==> config.mk <==
export PLATFORM = sky130hd
export DESIGN_NAME = frame_capture_stream
export DESIGN_NICKNAME = d
export VERILOG_FILES = /design/src/rtl/frame_capture_stream.sv
export SDC_FILE = /design/constraint.sdc
export NUM_CORES = 1
export LEC_CHECK = 0
export ABC_AREA = 1
export CORE_MARGIN = 1.5
export CORE_UTILIZATION = 60
export DETAILED_ROUTE_END_ITERATION = 16
export MAX_ROUTING_LAYER = met4
export PLACE_DENSITY = 0.79
export SLEW_MARGIN = 20
export SYNTH_ARGS = -nofsm -noshare
export SYNTH_HDL_FRONTEND = slang
export SYNTH_SLANG_ARGS = --single-unit
export TNS_END_PERCENT = 5
==> constraint.sdc <==
create_clock -name iCLK -period 5.6 [get_ports iCLK]
set_input_delay 1.12 -clock iCLK [delete_from_list [all_inputs] [get_ports iCLK]]
set_output_delay 1.12 -clock iCLK [all_outputs]
set_load 0.05 [all_outputs]
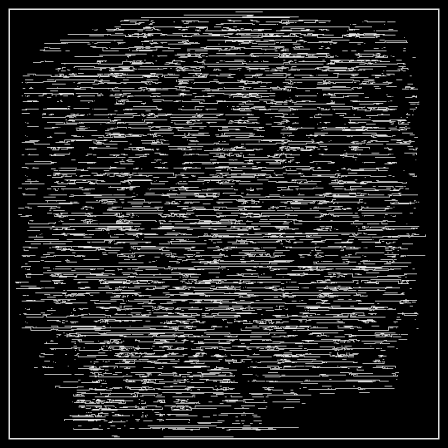
run_1/layer_met1.png
wire length on this layer	16400 um
main direction	horizontal
longest straight run	60.7 um
Post-Route WL: 44170 um
GRT met1 Usage: 0.3828
Via Count: 12000

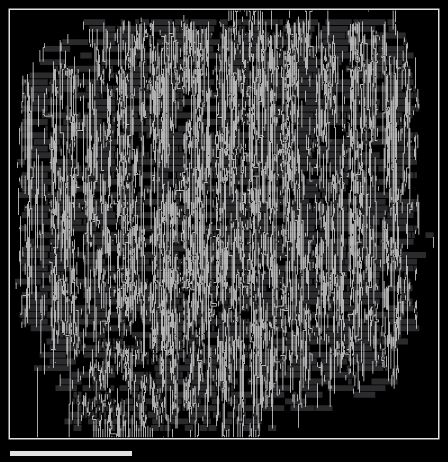
run_1/layer_met2.png
Scale bar: 50 um. Cells faint in the background.
longest straight run	60.9 um
share of all routed wire	50%
met2 usage: 0.4934

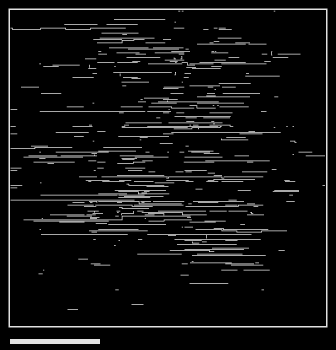
run_1/layer_met3.png
Scale bar: 50 um.
main direction	horizontal
wire length on this layer	4160 um
met3 global-route usage: 0.05396

==> run_results.csv, run 1 <==
group,metric,value,unit
final_timing,finalHoldViolCount,0,
flow_run,warnings,40,
cells_and_area,sh_seq_area,0.6244,
die,fp-utilization,0.6133,
cells_and_area,clkbuf_count,61,
synthesis,top_area_frac,0.6497,
clocking,cts_buffers,42,
clocking,cts-root-buf,"clkbuf_16",
place,portBuffers,79,
pwr,switching_share,0.4082,
cells_and_area,drive_above_1_share,0.08436,
synthesis,syn_nets,1513,
synthesis,synthCells,1442,
pwr,p_comb,0.00501,W
critical_path,crit_slowest_cell,"clkdlybuf4s50_1",
synthesis,largest_area_cell,"edfxtp_1",
final_timing,skew,0.01872,ns
critical_path,path_depth,25,
clocking,cts_hold_buf,0,
grt,grt_pass1_wl,67660,um
synthesis,ys_seq_frac,0.7188,
pwr,p_seq,0.00382,W
cells_and_area,ff_count,433,
pwr,pwr-share-seq,0.328,
critical_path,reg2reg_slack,1.77,ns
clocking,clk_latency,0.54,ns
pwr,power-top-group,"combinational logic",
die,core_area,0.02894,mm^2
grt,grt_pass1_vias,12010,
final_timing,clock.fmax,220.9,MHz
grt,antenna_found_initial,3,
die,row_count,62,
place,pre_cts_ws,0.5835,ns
synthesis,synthAoiAreaFrac,0.1185,
critical_path,cpLargestDelayFamily,"buffers and inverters",
place,dp_cells,1848,
run_status,status,"finished, final reports clean",
cells_and_area,logic_gate_count,878,
clocking,clock_sinks,433,
final_timing,slew_headroom,0.2818,
synthesis,area_leaders,"edfxtp_1, dfrtp_1, nor2_1",
final_timing,finalSetupTns,0,ns
pwr,p_sw,0.004750,W
synthesis,ys_sh_mux,0.0006345,
drt,routed_via_density,6.221,
grt,grt_usage,0.3022,
critical_path,critPathMaxFanout,49,
pwr,p_int,0.006885,W
cells_and_area,inverters_excl_clock,45,
critical_path,crit_type,"in -> reg",
critical_path,cp_common_cell,"nor2_1",
pwr,leakagePower,6.952,nW
final_timing,hold_slack,0.4886,ns
synthesis,ys_cells,1442,
grt,top_usage_layer,"met2",
synthesis,ys.flop_type,"edfxtp_1",
clocking,post_cts_resized,0,
clocking,htreeDepth,2,
worst_hold_path,hold_depth,2,
cells_and_area,stdcell_count,1929,
cells_and_area,clkCellAreaFrac,0.06663,
drt,drt-pass1-iter-count,5,
cells_and_area,synthToLayoutAreaGrowth,15.12,%
==> run 1: worst reg2reg max path, cell delays in order, from the launching register on <==
cell      delay (ns)
dfrtp_1         0.38
inv_1           0.15
ha_1            0.21
nand3_1         0.10
nor3_1          0.36
inv_1           0.17
nand3_2         0.14
clkinv_2        0.12
ha_1            0.25
fa_1            0.42
a21oi_1         0.16
nor2_1          0.05
nor2_1          0.11
xnor2_1         0.13
inv_1           0.09
nor2_4          0.07
buf_4           0.48
nor2_1          0.14
nand2_1         0.13
nand2_1         0.07
==> run 1: through the flow <==
step | area (um^2) | util
2_1_floorplan | 17750 | -
3_3_place_gp | 19060 | 0.6587
3_5_place_dp | 19060 | 0.6587
4_1_cts | 20420 | 0.7057
5_1_grt | 20430 | 0.7060
6_report | 20430 | 0.7061
run_1/congestion.png
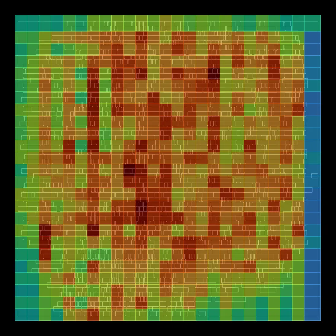

==> run 2: changes to the inputs <==
Clock period 5.6 ns to 4.6 ns, I/O delays scaled along.
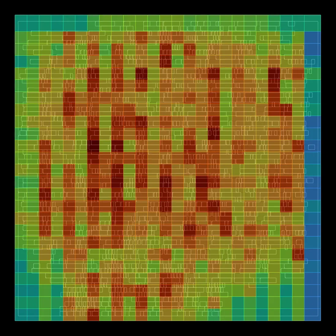
run_2/congestion.png
Global Route Usage Sum: 0.2913
Core Util, Final: 0.7099
GRT met1 Usage: 0.3680
WL per Instance: 21.89 um

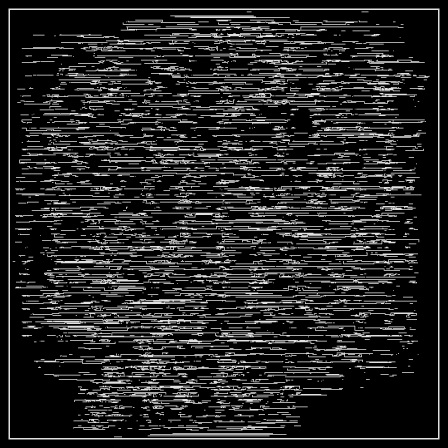
run_2/layer_met1.png
wire length on this layer	16500 um
main direction	horizontal
Post-Route WL: 42260 um
Via Count: 11770

==> run 2 against run 1 <==
Clock-buffer cell count is 8 lower. Routed wire length is 4.3% lower. Design area is 0.53% higher. Non-clock buffer count is 5 higher. Global-route usage is 1.1 points lower. Critical path type unchanged. Via count is 1.9% lower. Sequential share of layout area is 0.33 points lower. Critical path depth stayed put. Clock power is 23% higher.
==> run_results.csv, run 2 <==
group,metric,value,unit
cells_and_area,buf_share,0.05616,
synthesis,synthAoiAreaFrac,0.1185,
critical_path,cp_common_cell,"nor2_1",
pwr,p_comb,0.00603,W
grt,met2_usage,0.4812,
die,row_count,62,
cells_and_area,sh_seq_area,0.6211,
synthesis,top_area_frac,0.6497,
final_timing,skew,0.01367,ns
clocking,htreeDepth,2,
drt,routed_via_density,6.095,
place,placed_area,0.01915,mm^2
pwr,power-top-group,"combinational logic",
critical_path,crit_type,"in -> reg",
pwr,ir_drop,0.0007346,V
synthesis,ys_seq_elements,433,
synthesis,synthTopLogicFamily,"AND-OR/OR-AND gates",
critical_path,slowest_delay,0.48,ns
grt,antenna_found_initial,0,
critical_path,arrival,4.45,ns
worst_hold_path,hp-class,"reg -> reg",
cells_and_area,antenna_cells,0,
cells_and_area,fin_nets,1584,
synthesis,simple_gate_share,0.1111,
cells_and_area,seqCellArea,0.01276,mm^2
place,pre_cts_ws,0.05676,ns
synthesis,fa_ha_area_frac,0.01382,
pwr,p_per_area,687.8,mW/mm^2
final_timing,grt_setup_unrepaired,"false",
synthesis,top_cells_by_count,"edfxtp_1, nor2_1, o21ai_0",
place,place_congestion,0.8415,
die,taps,384,
synthesis,synth_warnings,0,
cells_and_area,buffers,113,
clocking,clk_latency,0.54,ns
place,hpwl,22110,um
clocking,clock_sinks,433,
synthesis,most_common_cell,"edfxtp_1",
grt,gr-usage-met3,0.04743,
cells_and_area,clkbuf_count,53,
drt,first_iter_violations,1297,
critical_path,critPathMaxFanout,41,
final_timing,drv_slew,0,
final_timing,finalCriticalPeriod,4.014,ns
cells_and_area,n_fill_cell,1888,
drt,ant_nets,0,
clocking,clock_path_buffers,3,
critical_path,path_depth,25,
synthesis,ys_chip_area,0.01775,mm^2
final_timing,tightest_slew,0.9161,ns
final_timing,finalSetupTns,0,ns
pwr,p_int,0.008455,W
pwr,p_seq,0.00464,W
cells_and_area,ff_count,433,
synthesis,yosys.area_share.xor_xnor,0.005852,
final_timing,setup_viol,0,
synthesis,ys_seq_frac,0.7188,
synthesis,ys_types,37,
flow_run,warnings,38,
synthesis,synthCells,1442,
final_timing,finalHoldViolCount,0,
clocking,cts_setup_buffers,0,
critical_path,reg2regPathDepth,19,
synthesis,edf_count,384,
die,dieArea,0.03062,mm^2
cells_and_area,sh_comb_area,0.2231,
die,ios,80,
final_timing,hold_slack,0.4850,ns
pwr,p_sw,0.005673,W
place,portBuffers,79,
worst_hold_path,hold_depth,2,
pwr,totalPowerFinal,0.01413,W
clocking,cts-root-buf,"clkbuf_16",
pwr,leakagePower,7.000,nW
grt,grt_pass1_wl,65660,um
pwr,p_clk,0.00345,W
drt,drt-pass1-iter-count,5,
critical_path,crit_slowest_cell,"clkdlybuf4s50_1",
critical_path,crit_path_start_kind,"input port",
pwr,comb_power_share,0.427,
cells_and_area,logic_gate_count,878,
cells_and_area,lay_top_cells,"edfxtp_1, nor2_1, o21ai_0, nand2_1, clkdlybuf4s50_1",
grt,top_usage_layer,"met2",
drt,route.detailed.drc,0,
final_timing,fin_ws,0.5864,ns
synthesis,ys_async_sr_fraction,0.1132,
flow_run,drv_cap,0,
final_timing,finalClockPeriodUsage,0.8725,
grt,grt_overflow_total,0,
clocking,post_cts_resized,0,
final_timing,clock.fmax,249.2,MHz
cells_and_area,final_area,0.02054,mm^2
critical_path,worstPathRequired,5.03,ns
run_status,status,"finished, final reports clean",
critical_path,cpLargestDelayFamily,"simple AND/OR/NAND/NOR gates",
synthesis,syn_nets,1513,
clocking,cts_tree,"done",
clocking,path_clk_slew,0.06,ns
die,core_area,0.02894,mm^2
synthesis,ys.flop_type,"edfxtp_1",
place,dp_cells,1853,
pwr,switching_share,0.4016,
cells_and_area,clkCellAreaFrac,0.06780,
synthesis,syn_avg_cell_area,12.31,um^2
synthesis,largest_area_cell,"edfxtp_1",
synthesis,ys_sh_mux,0.0006345,
critical_path,cp-end-kind,"flip-flop",
cells_and_area,synthToLayoutAreaGrowth,15.74,%
cells_and_area,inverters_excl_clock,45,
pwr,pwr-share-seq,0.329,
synthesis,synth_area,0.01775,mm^2
die,fp.dieH,175.0,um
die,die-width,175.0,um
synthesis,ys_cells,1442,
die,fp-utilization,0.6133,
grt,grt_max_degree,194,
clocking,cts_buffers,42,
synthesis,area_leaders,"edfxtp_1, dfrtp_1, nor2_1",
cells_and_area,drive_above_1_share,0.08791,
cells_and_area,largest_reg_flops,384,
clocking,cts_hold_buf,0,
cells_and_area,largest_class,"flip-flops and latches",
cells_and_area,layout_top_cell,"edfxtp_1",
critical_path,reg2reg_slack,1.18,ns
cells_and_area,comb_area,0.004583,mm^2
grt,grt_pass1_vias,11860,
final_timing,slew_headroom,0.3892,
critical_path,crit_buf_inv,7,
cells_and_area,stdcell_count,1931,
pwr,clkPwrFrac,0.244,
run 2: cell counts after synthesis:
Identical to the previous run, type by type.
run 2: worst register-to-register path, stage by stage, from the launching register on:
cell and delay (ns):
dfrtp_1 0.39, inv_1 0.16, ha_1 0.23, nand3_1 0.11, nor3_1 0.27, inv_1 0.15
nand3_2 0.12, clkinv_2 0.06, ha_1 0.22, fa_1 0.42, a21oi_1 0.19, nor2_1 0.06
nor2_1 0.11, xnor2_1 0.13, inv_1 0.10, nor2_4 0.12, buf_12 0.23, nor2_1 0.10
nand2_1 0.08, nand2_1 0.05
run 2: metal layers:
layer,vias up,part of all wire
met3,99,0.078
li1,5385,-
met1,5761,0.39
met2,524,0.50
met5,-,0
met4,0,0.027
Power figures rest on the tool's default switching activity, not on a simulated workload.
